==> run_1/clock_nets.png <==
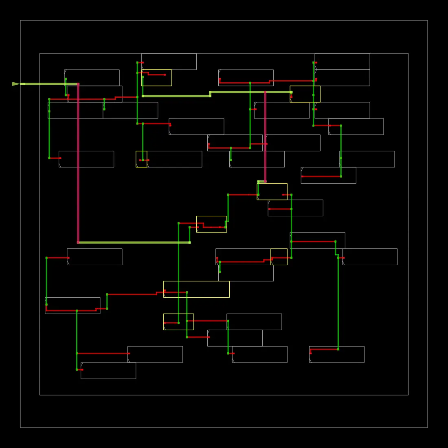
==> run_1/sizing.png <==
(6 px per um)
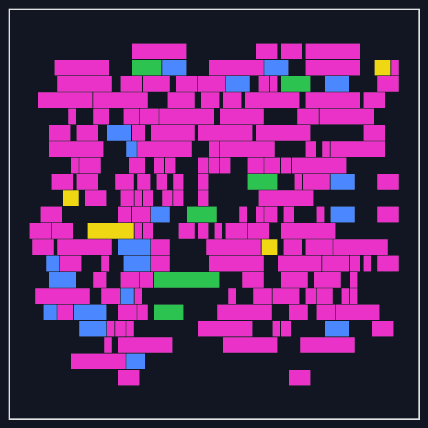
==> run_1/route_heat.png <==
(6 px per um) 14 x 14 tiles, from black (low) to pale yellow (high), scaled to the fullest tile. Values are wire area over tile area, all layers added.
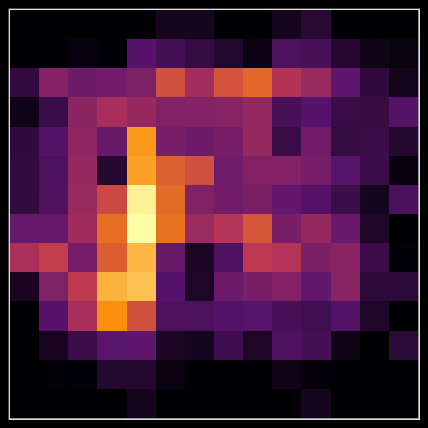
### src/rtl/time_entry.sv
// time_entry: digit-serial time-setting front end for the RTC.
// Accepts four BCD digits (H1, H0, M1, M0), one per digit_valid_i strobe.
// Each digit is range-checked as it arrives. The completed entry is
// converted to binary, then loaded into the RTC with a one-cycle pulse.
//
// Ports:
//   clk                 system clock, rising-edge active
//   rst                 asynchronous active-high reset
//   digit_i[3:0]        BCD digit being entered
//   digit_valid_i       one digit per high cycle
//   clear_i             synchronous abort; discards a partial entry or a pending load
//   initial_time_hh     binary hours 0..23, held until the next load
//   initial_time_mm     binary minutes 0..59, held until the next load
//   initial_time_valid  one-cycle load pulse to the RTC
//   entry_busy          high while converting; digits are ignored then
//   digit_idx[1:0]      next digit expected: 0=H1, 1=H0, 2=M1, 3=M0
//   err                 one-cycle pulse after a rejected digit
module time_entry (
  input  logic       clk,
  input  logic       rst,
  input  logic [3:0] digit_i,
  input  logic       digit_valid_i,
  input  logic       clear_i,
  output logic [4:0] initial_time_hh,
  output logic [5:0] initial_time_mm,
  output logic       initial_time_valid,
  output logic       entry_busy,
  output logic [1:0] digit_idx,
  output logic       err
);

  typedef enum logic [2:0] {
    S_H1   = 3'd0,
    S_H0   = 3'd1,
    S_M1   = 3'd2,
    S_M0   = 3'd3,
    S_CONV = 3'd4
  } state_e;

  state_e     state;
  logic [3:0] h1, h0, m1, m0;

  // BCD to binary: x*10 = (x<<3) + (x<<1), computed wide, then truncated.
  logic [6:0] hh_full, mm_full;
  assign hh_full = ({3'b000, h1} << 3) + ({3'b000, h1} << 1) + {3'b000, h0};
  assign mm_full = ({3'b000, m1} << 3) + ({3'b000, m1} << 1) + {3'b000, m0};

  // Hours may only reach 23, so H0 is capped at 3 when H1 is 2.
  logic h0_ok;
  assign h0_ok = (digit_i <= 4'd9) && !((h1 == 4'd2) && (digit_i > 4'd3));

  assign entry_busy = (state == S_CONV);
  // S_CONV reads as 3 (the last digit position); the other states map directly.
  assign digit_idx  = (state == S_CONV) ? 2'd3 : state[1:0];

  always_ff @(posedge clk or posedge rst) begin
    if (rst) begin
      state              <= S_H1;
      h1                 <= 4'd0;
      h0                 <= 4'd0;
      m1                 <= 4'd0;
      m0                 <= 4'd0;
      initial_time_hh    <= 5'd0;
      initial_time_mm    <= 6'd0;
      initial_time_valid <= 1'b0;
      err                <= 1'b0;
    end else begin
      initial_time_valid <= 1'b0;
      err                <= 1'b0;
      if (clear_i) begin
        // Abort wins over any strobe; a pending load in S_CONV is dropped.
        state <= S_H1;
        h1    <= 4'd0;
        h0    <= 4'd0;
        m1    <= 4'd0;
        m0    <= 4'd0;
      end else begin
        unique case (state)
          S_H1: begin
            if (digit_valid_i) begin
              if (digit_i <= 4'd2) begin
                h1    <= digit_i;
                state <= S_H0;
              end else begin
                err <= 1'b1;
              end
            end
          end
          S_H0: begin
            if (digit_valid_i) begin
              if (h0_ok) begin
                h0    <= digit_i;
                state <= S_M1;
              end else begin
                err <= 1'b1;
              end
            end
          end
          S_M1: begin
            if (digit_valid_i) begin
              if (digit_i <= 4'd5) begin
                m1    <= digit_i;
                state <= S_M0;
              end else begin
                err <= 1'b1;
              end
            end
          end
          S_M0: begin
            if (digit_valid_i) begin
              if (digit_i <= 4'd9) begin
                m0    <= digit_i;
                state <= S_CONV;
              end else begin
                err <= 1'b1;
              end
            end
          end
          S_CONV: begin
            // Strobes here are dropped silently.
            initial_time_hh    <= hh_full[4:0];
            initial_time_mm    <= mm_full[5:0];
            initial_time_valid <= 1'b1;
            state              <= S_H1;
          end
          default: state <= S_H1;
        endcase
      end
    end
  end

endmodule
### config.mk
export PLATFORM = sky130hd
export DESIGN_NAME = time_entry
export DESIGN_NICKNAME = d
export VERILOG_FILES = /design/src/rtl/time_entry.sv
export SDC_FILE = /design/constraint.sdc
export NUM_CORES = 1
export LEC_CHECK = 0
export ABC_AREA = 0
export CORE_MARGIN = 3
export CORE_UTILIZATION = 45
export CTS_BUF_LIST = sky130_fd_sc_hd__clkbuf_8
export DETAILED_ROUTE_END_ITERATION = 10
export PLACE_DENSITY = 0.68
export SLEW_MARGIN = 0
export SYNTH_ARGS = -nofsm -noshare
export SYNTH_HDL_FRONTEND = slang
export SYNTH_SLANG_ARGS = --single-unit
### constraint.sdc
create_clock -name clk -period 3.5 [get_ports clk]
set_clock_uncertainty 0.15 [all_clocks]
set_input_delay 0.525 -clock clk [delete_from_list [all_inputs] [get_ports clk]]
set_output_delay 0.525 -clock clk [all_outputs]
set_load 0.05 [all_outputs]
==> impl_metrics.ini, run 1 <==
; physical design summary
[cells_and_area]
clock_cell_area_share = 0.0529
comb_cells = 108
comb_area_share = 0.414
instances_no_fill = 224
nNetsFinal = 198
regMostFlops = initial_time_mm
dominant_cells = logic gates
area_delta_synth_final_pct = 21.4
stdcell_area_um2 = 2110
fin_util = 0.598
drive_above_1_share = 0.163

[placement]
dpl.hpwl_um = 2340
port_buffers = 23
place_ws_ns = 1.07
placedCellCount = 216

[clock_network]
hold_buffers = 0
cts_setup_buffers = 0
htreeDepth = 2
numClockSinks = 32

[final_timing]
rsz0062_at_grt = no
maxSlewViolCount = 0
period_minus_slack_ns = 2.72
setup_viol = 0
holdWs_ns = 0.340
max_freq_mhz = 367

[min_path]
hp-class = reg2reg
min_to = m0[2]
holdPathStages = 2

[logic_synthesis]
async_reset_ff_frac = 1.00
ys_cells = 151
ys_chip_area_um2 = 1730
synth_cell_types = 43
ys_ff = 32
fp_nets = 172
area_leaders = dfrtp_1 46%, ha_1 6.5%, mux2_2 5.2%, fa_1 4.6%, a21oi_1 3.2%
yosysTopAreaCell = dfrtp_1
top_cell_area_share = 0.462
ys_seq_share = 0.462
top_cell = dfrtp_1
syn_inst = 151

[die]
num_tap_cells = 46
fp_util = 0.493

[global_routing]
antenna_found_initial = 0
met3_usage = 0.0558
grt_max_degree = 33
use_met1 = 0.220
grt_remaining_overflow = 0

[setup_path]
r2r_end = initial_time_mm[4]
slowest_delay_ns = 0.80
r2r_cells = 5
cp-start-kind = flip-flop
cp-startpoint = state[1]
cpMaxStageDelayCell = clkdlybuf4s50_1

[status]
status = finished, final reports clean

[power]
p_per_area_nw_per_um2 = 404
total_power_mw = 0.851
pwr-share-clk = 0.410
internal_power_mw = 0.634
p_switching_mw = 0.217
p_leak_nw = 0.979
peakVddDrop_v = 0.000212

[detailed_routing]
wl_met1_um = 1460
drt_iter0_drc = 19
highest_layer = met4
wl_met2_um = 1470

[run]
drv_cap = 0
openroad.warnings = 26
-- clock_nets.png (at the start) --
Seq cells: 32
CTS Buf Count: 5
clock group power: 0.349 mW
clock latency on the worst-skew pair: 0.28 ns
Clock buffer cells: 5

-- sizing.png (at the start) --
x6 and larger -> green  # cells 6, share 3.4%, most used clkbuf_8
x3 and x4 -> yellow  # cells 4, share 2.2%, most used buf_4
x1 and smaller -> magenta  # cells 149, share 84%, most used dfrtp_1
x2 -> blue  # cells 19, share 11%, most used mux2_2

-- route_heat.png (at the start) --
emptiest ninth of the die = lower right
tiles over half the peak = 12%
nearly empty tiles = 21%
fullest tile = 0.46
mean over tiles = 0.11
final WL: 3140 um
Avg WL per Cell: 14.0 um

## run 1: placed cells by master, fill, tap and decap left out, types with 2 or more instances in the layout
cell and instances:
dfrtp_1 32, o21ai_0 8, fa_1 4, nor2_1 14, ha_1 9, buf_4 2, nor3b_1 2, nand3_1 4
nand4b_1 2, inv_1 5, xnor2_1 6, mux2i_1 5, or2b_1 3, a21oi_1 11, or3b_1 2, nand2_1 4
mux2_2 8, or2_2 2, nand2b_1 3, clkdlybuf4s50_1 23, clkbuf_8 5
## run 1: cells by family (layout without fill, tap and decap cells)
group           Yosys count  count (layout)  share of synthesized area
compound gates           28              28                      0.106
xor+xnor                  6               6                     0.0303
fa+ha+maj                13              13                      0.111
buf+inv                  11              38                     0.0354
flops                    32              32                      0.462
mux                      13              13                     0.0808
simple gates             48              48                      0.175
==> run_1/m3.png <==
(6 px per um)
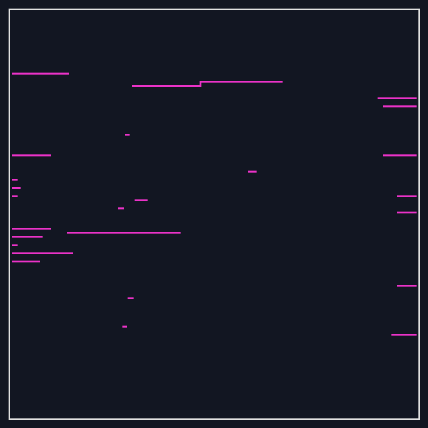

## Run 2: what changed since run 1
--- a/config.mk
+++ b/config.mk
@@ -10,7 +10,7 @@
 export CORE_UTILIZATION = 45
 export CTS_BUF_LIST = sky130_fd_sc_hd__clkbuf_8
 export DETAILED_ROUTE_END_ITERATION = 10
-export PLACE_DENSITY = 0.68
+export PLACE_DENSITY = 0.7
 export SLEW_MARGIN = 0
 export SYNTH_ARGS = -nofsm -noshare
 export SYNTH_HDL_FRONTEND = slang
==> constraint.sdc (replaced) <==
create_clock -name clk -period 2.5 [get_ports clk]
set_clock_uncertainty 0.15 [all_clocks]
set_input_delay 0.375 -clock clk [delete_from_list [all_inputs] [get_ports clk]]
set_output_delay 0.375 -clock clk [all_outputs]
set_load 0.05 [all_outputs]
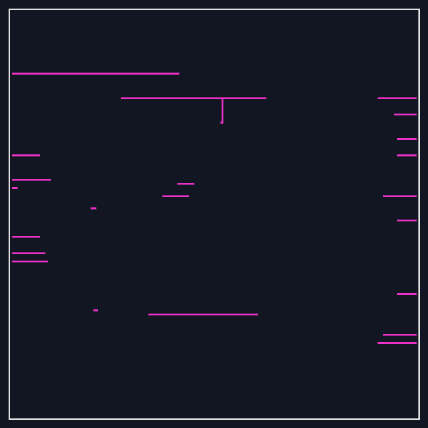
(run_2/m3.png)
(6 px per um)
wire length on this layer = 146 um
main direction = horizontal
longest straight run = 27.6 um
nets with wire on the layer = 19
share of all routed wire = 4.6%

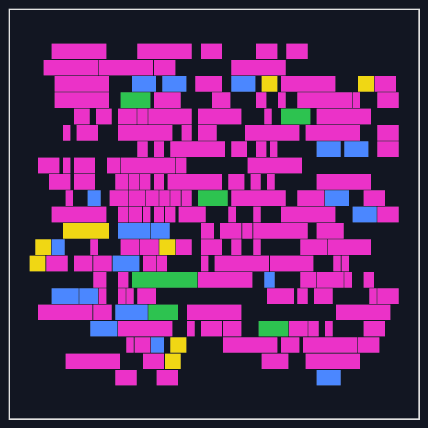
(run_2/sizing.png)
(6 px per um)
post-route cell area: 2110 um^2
P&R area growth vs syn: 21.6%
final worst slack: 0.361 ns

==> run 2 against run 1 <==
  * Register-to-register slack worse by 1.0 ns
  * Combinational power increased by 42%
  * Cell area up 0.18%
  * Die size is the same
  * Count of clock-buffer cells in the layout did not move
  * Global-route usage down 0.96 points
  * Synthesized area unchanged
  * Final cell count up 0.89%
  * Core utilization rose by 0.11 points
  * Worst setup slack got worse by 0.42 ns
  * Critical endpoint is now initial_time_mm[4]
  * Highest routed layer unchanged
==> impl_metrics.ini, run 2 <==
; physical design summary
[detailed_routing]
wl_per_cell_um = 14.0
highest_layer = met4
drt_iter0_drc = 41
wl_met1_um = 1450
wl_um = 3160
wl_met2_um = 1530

[logic_synthesis]
top_cell_area_share = 0.462
area_leaders = dfrtp_1 46%, ha_1 6.5%, mux2_2 5.2%, fa_1 4.6%, a21oi_1 3.2%
ys_cells = 151
ys_ff = 32
mux_share = 0.0808
async_reset_ff_frac = 1.00
yosysTopAreaCell = dfrtp_1
simple_gate_share = 0.175
synth-compound-area-share = 0.106
logic_family = simple AND/OR/NAND/NOR gates
yosys.area_share.adder = 0.111
ys_seq_share = 0.462
ys_chip_area_um2 = 1730
syn_inst = 151
synth-xor-area-share = 0.0303
fp_nets = 172
top_cell = dfrtp_1

[power]
p_leak_nw = 1.00
p_per_area_nw_per_um2 = 558
peakVddDrop_v = 0.000281

[die]
fp_util = 0.493
ioPinCount = 24
num_tap_cells = 46

[clock_network]
hold_buffers = 0
numClockSinks = 32
cts_buffers = 5
htreeDepth = 2
clock_latency_ns = 0.28

[placement]
port_buffers = 23
dpl.hpwl_um = 2370
placedCellCount = 218

[cells_and_area]
instances_no_fill = 226
dominant_cells = logic gates
layout_top_cell = dfrtp_1
num-clock-buffers = 5
n_all_inverters = 5
clock_cell_area_share = 0.0510
comb_cells = 108
final_cell_mix = 32 x dfrtp_1, 20 x clkdlybuf4s50_1, 14 x nor2_1
seq_cells = 32

[global_routing]
antenna_found_initial = 0
met3_usage = 0.0608
grt_remaining_overflow = 0
grt_max_degree = 33

[run]
openroad.warnings = 26
drv_cap = 0

[setup_path]
slowest_delay_ns = 0.57
cp-startpoint = m1[0]
cpMaxStageDelayCell = fa_1
cp-start-kind = flip-flop
r2r_end = initial_time_mm[4]

[status]
status = finished, final reports clean

[final_timing]
period_minus_slack_ns = 2.14
rsz0062_at_grt = no
max_freq_mhz = 467
setup_viol = 0
maxSlewViolCount = 0

[min_path]
hp-class = in2async
## run 2: metrics by stage
| stage | utilization | area, um^2 | setup WS (ns) | power, mW | hold slack [ns] |
|---|---|---|---|---|---|
| 2_1_floorplan | - | 1730 | 0.215 | 0.663 | 0.294 |
| 4_1_cts | 0.599 | 2110 | 0.340 | 1.20 | 0.344 |
| 5_1_grt | 0.599 | 2110 | 0.279 | 1.24 | 0.372 |
| 3_3_place_gp | 0.569 | 2000 | 0.331 | 0.710 | 0.314 |
| 3_5_place_dp | 0.569 | 2000 | 0.279 | 0.715 | 0.330 |
| 6_report | 0.599 | 2110 | 0.361 | 1.18 | 0.333 |
## run 2: power breakdown
part           leakage, nW  internal (mW)  switching, mW
Sequential           0.441          0.534         0.0171
Combinational        0.500         0.0585         0.0942
Clock               0.0593          0.291          0.182
==> run_2/clock_nets.png <==
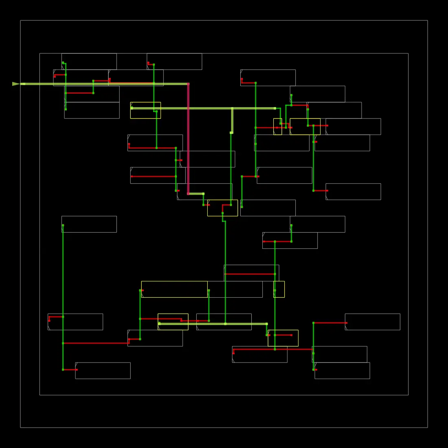

## Run 3: what changed since run 2
--- a/config.mk
+++ b/config.mk
@@ -6,7 +6,7 @@
 export NUM_CORES = 1
 export LEC_CHECK = 0
 export ABC_AREA = 0
-export CORE_MARGIN = 3
+export CORE_MARGIN = 4
 export CORE_UTILIZATION = 45
 export CTS_BUF_LIST = sky130_fd_sc_hd__clkbuf_8
 export DETAILED_ROUTE_END_ITERATION = 10
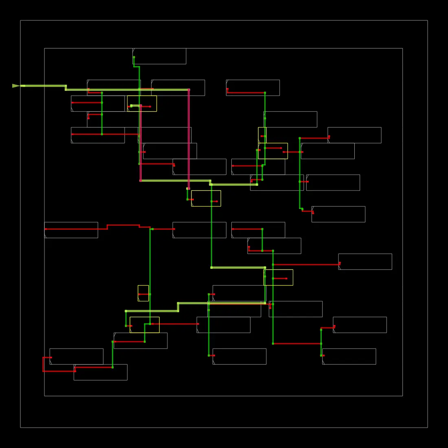
(run_3/clock_nets.png)
clock group power: 0.365 mW
number of clock sinks: 32

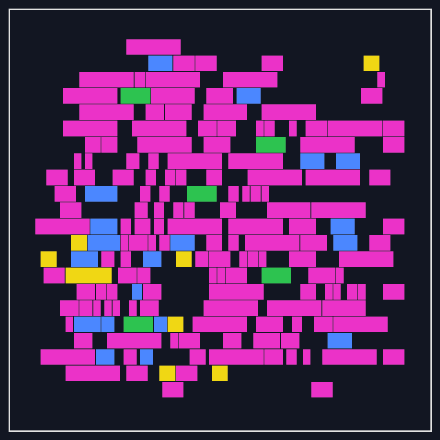
(run_3/sizing.png)
(6 px per um)
final worst slack: 0.364 ns
P&R area growth vs syn: 20.1%
Non-clk bufs: 27
post-route cell area: 2080 um^2

==> run 3 against run 2 <==
  * Critical path type unchanged
  * Flip-flop count stayed put
  * Core utilization shrank 3.5 points
  * Maximum frequency increased by 0.15%
  * Highest routed layer unchanged
  * Via count grew 4.7%
  * Sequential power about the same
  * Die size grew 6.0%
  * Clock power shrank 23%
  * Synthesized area unchanged
==> impl_metrics.ini, run 3 <==
; physical design summary
[logic_synthesis]
ys_cells = 151
fp_nets = 172
mux_share = 0.0808
area_leaders = dfrtp_1 46%, ha_1 6.5%, mux2_2 5.2%, fa_1 4.6%, a21oi_1 3.2%
syn_inst = 151
simple_gate_share = 0.175
common_cells = 32 x dfrtp_1, 14 x nor2_1, 11 x a21oi_1, 9 x ha_1
top_cell = dfrtp_1
yosysTopAreaCell = dfrtp_1
ys_chip_area_um2 = 1730
logic_family = simple AND/OR/NAND/NOR gates
yosys.area_share.adder = 0.111
ys_seq_share = 0.462
ys_ff = 32
synth-compound-area-share = 0.106
async_reset_ff_frac = 1.00
top_cell_area_share = 0.462
synth-xor-area-share = 0.0303

[power]
p_per_area_nw_per_um2 = 515
p_switching_mw = 0.294
seq-power_mw = 0.549
p_comb_mw = 0.158
pwr-share-clk = 0.340
comb_power_share = 0.148
peakVddDrop_v = 0.000312
sequentialPowerShare = 0.512
total_power_mw = 1.07
p_leak_nw = 0.986
power_leader = sequential cells
internal_power_mw = 0.778
sw_frac_of_total = 0.274

[cells_and_area]
final_cell_mix = 32 x dfrtp_1, 20 x clkdlybuf4s50_1, 14 x nor2_1
layout_top_cell = dfrtp_1
instances_no_fill = 227
num_antenna_cells = 0
nNetsFinal = 200
fin_util = 0.564

[min_path]
hp-class = reg2reg
holdPathStages = 2

[die]
fp_util = 0.470
ioPinCount = 24
core_um2 = 3690

[clock_network]
htreeDepth = 2
cts_tree = yes
cts_setup_buffers = 0
clock_latency_ns = 0.28
cts_buffers = 5
hold_buffers = 0

[detailed_routing]
via_count = 1239
route.detailed.drc = 0
wl_per_cell_um = 14.9
antenna_left = 0
wl_um = 3380
drt_iter0_drc = 54

[placement]
dpl.hpwl_um = 2450
placedCellCount = 220
placed_cell_area_um2 = 2000
place_ws_ns = 0.221

[final_timing]
setup_viol = 0
holdWs_ns = 0.331
max_freq_mhz = 468
period_minus_slack_ns = 2.14
rsz0062_at_grt = no
maxSlewViolCount = 0

[global_routing]
antenna_found_initial = 0
grt_max_degree = 33
grt_remaining_overflow = 0

[setup_path]
r2r_end = initial_time_mm[4]
slowest_delay_ns = 0.58
crit_top_cell = fa_1
cp-startpoint = m1[0]
cp-start-kind = flip-flop
cpMaxStageDelayCell = fa_1
reg2reg_slack_ns = 0.36

[status]
status = finished, final reports clean

[run]
openroad.warnings = 26
drv_cap = 0
[run 3: final cells by class]
type / count / area (um^2)
timing repair buffer: 27 / 253
tap: 48 / 60.1
clock buffer: 5 / 68.8
sequential: 32 / 801
inverter: 5 / 18.8
clock inverter: 2 / 8.76
fill: 345 / 1610
multi-input combinational: 108 / 872
[run 3: layer usage]
metal	global-route usage	wire (um)	up-vias
met2	0.248	1670	46
met1	0.206	1430	594
met3	0.0532	204	8
li1	-	-	591
met4	0.0745	78	0
met5	0	0	-
[run 3: worst max-delay path, delay by kind of cell, from the launching register on]
kind | cells | cell delay, ns
multiplexers | 1 | 0.25
adder cells (fa/ha/maj) | 2 | 1.00
buffers and inverters | 1 | 0.07
XOR/XNOR | 1 | 0.13
flip-flops | 1 | 0.42
No activity file was given, so power comes from the tool's default toggle rates.
